==> config.mk <==
export PLATFORM = sky130hd
export DESIGN_NAME = scratchpad_seq
export DESIGN_NICKNAME = d
export VERILOG_FILES = /design/src/rtl/scratchpad_seq.sv
export SDC_FILE = /design/constraint.sdc
export NUM_CORES = 1
export LEC_CHECK = 0
export ABC_AREA = 1
export CORE_AREA = 2 2 266 268
export CTS_CLUSTER_SIZE = 28
export DETAILED_ROUTE_END_ITERATION = 16
export DIE_AREA = 0 0 268 270
export PLACE_DENSITY = 0.39
export SLEW_MARGIN = 10
export SYNTH_ARGS = -nofsm -noshare
export SYNTH_HDL_FRONTEND = slang
export SYNTH_SLANG_ARGS = --single-unit
==> constraint.sdc <==
create_clock -name clk -period 1.9 [get_ports clk]
set_input_delay 0.38 -clock clk [delete_from_list [all_inputs] [get_ports clk]]
set_output_delay 0.38 -clock clk [all_outputs]
set_load 0.005 [all_outputs]
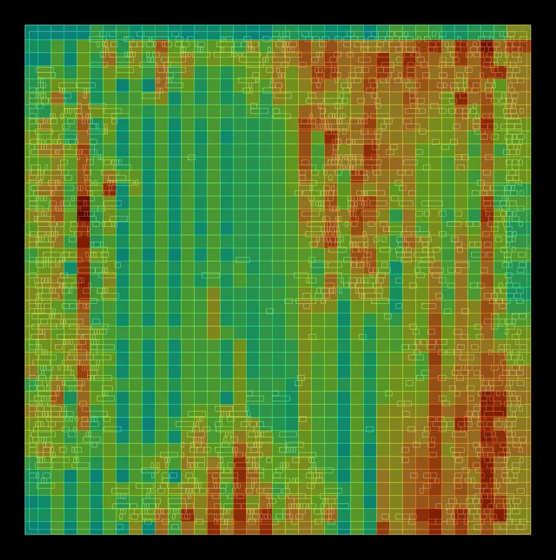
Fig. 1. Routing congestion map.
M3 GR Usage: 5.19%
GRT Util Overall: 15.5%

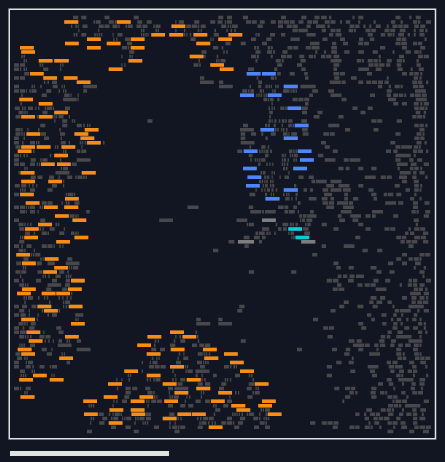
Fig. 2. Sequential cells grouped by signal name.
The bar under the picture is 100 um long.
| signal | color | sequential cells |
|---|---|---|
| `cnt_q` | blue | 18 |
| `state_q` | cyan | 2 |
| `rsp_rdata` | orange | 128 |
sequential cell area: 3780 um2
Seq. pwr: 3340 uW
post-layout util: 24.6%
register share of the cell area: 22.1%

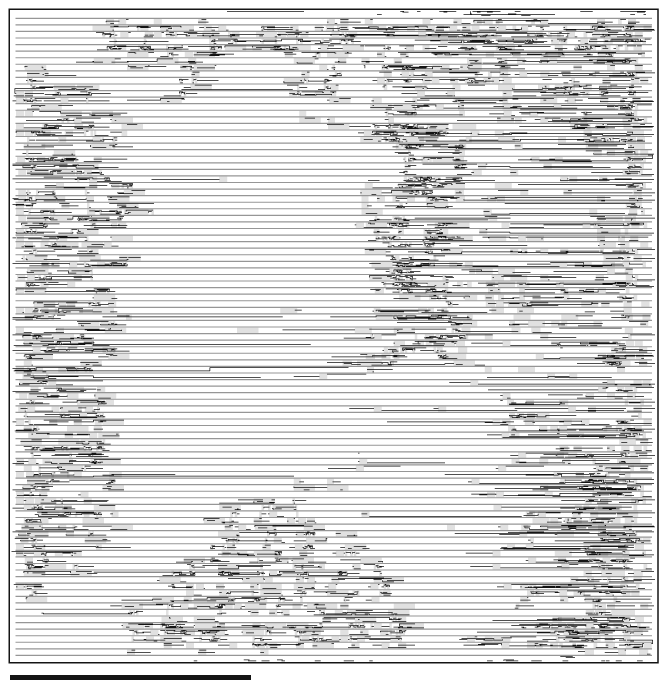
Fig. 3. The metal 1 layer.
The bar under the picture is 100 um long. Supply wires on this layer in gray. Cells faint in the background.
main direction: horizontal
nets with wire on the layer: 1838
wire length on this layer: 19100 um
share of all routed wire: 33%
longest straight run: 90.2 um
total vias in the final route: 9531
final wirelength: 57600 um
grt met1 use: 14.5%

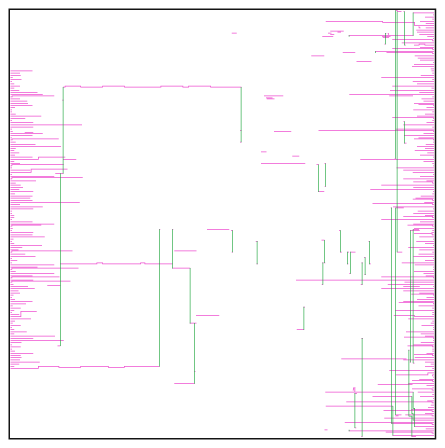
Fig. 4. Metal layers overlaid.
Only two layers are drawn.
| layer | color | wire length |
|---|---|---|
| metal 4 | green | 1490 um |
| metal 3 | magenta | 4880 um |
DR WL/cell: 21.9 um

==> qor.txt <==
status: complete, but fails checks
synthesis-stage register bit count: 151
first-pass GRT wire length: 78400 um
cts hold-fix bufs: 1
Critical Path Max Stage Delay: 0.60 ns
area leader, netlist: dfrtp_1
clk sink count: 151
yosys stat cell total: 900
YS warnings: 0
fin crit share: 141%
R2R cell count: 4
CP Cell Sequence: nor2_4 > inv_2 > nor2_8 > buf_4 > a32o_1 > clkdlybuf4s50_1
layout cells sized above 1: 19.0%
unrepaired setup endpoints after global routing: true
Synth Seq Share: 50.1%
Crit. End Element: output pin
cell area after layout: 17100 um2
flop-to-flop setup slack: 0.19 ns
worst setup margin: -0.786 ns
worst setup path class: reg -> out
tool warnings: 28
vias in the first global route: 10100
setup violators final: 149
met2 usage: 30.7%
Unique cell types: 29
max reg flops: 128
Final ANT Viol Nets: 0
Slew headroom: 61.5%
nonclk buf count: 808
syn_nets: 1309
XOR Share, Synth: 0.581%
CTS tree: yes
failing checks: setup timing
met2 WL post-DR: 32100 um
yosys adder share: 0.166%
placed inst area: 16000 um2
Top cell excl fill/tap: clkdlybuf4s50_1
switching share of power: 27.6%
Critical Path Start Type: flop
CP Max Fanout: 18
largest net degree at the start of global routing: 84
DR pass1 iterations: 4
power share of the clock group: 37.4%
DRC violations left: 0
ys flop type: dfrtp_1
fmax: 0.372 GHz
Data buffer area share: 47.1%
max-slew violation count: 0
routed length on met1: 19100 um
comb. cell area: 3420 um2
final hold violation count: 0
Setup TNS: -93.40 ns
Yosys chip area: 7540 um2
Slowest-stage cell, CP: clkdlybuf4s50_1
multi-input combinational area share: 20.0%
Pint: 6340 uW
sw power: 2420 uW
routed length on met3: 4880 um
grt total ovfl: 0
Comb power frac: 24.5%
most frequent cells after synthesis: nand2_1, dfrtp_1, a22o_1
Power figures rest on the tool's default switching activity, not on a simulated workload.
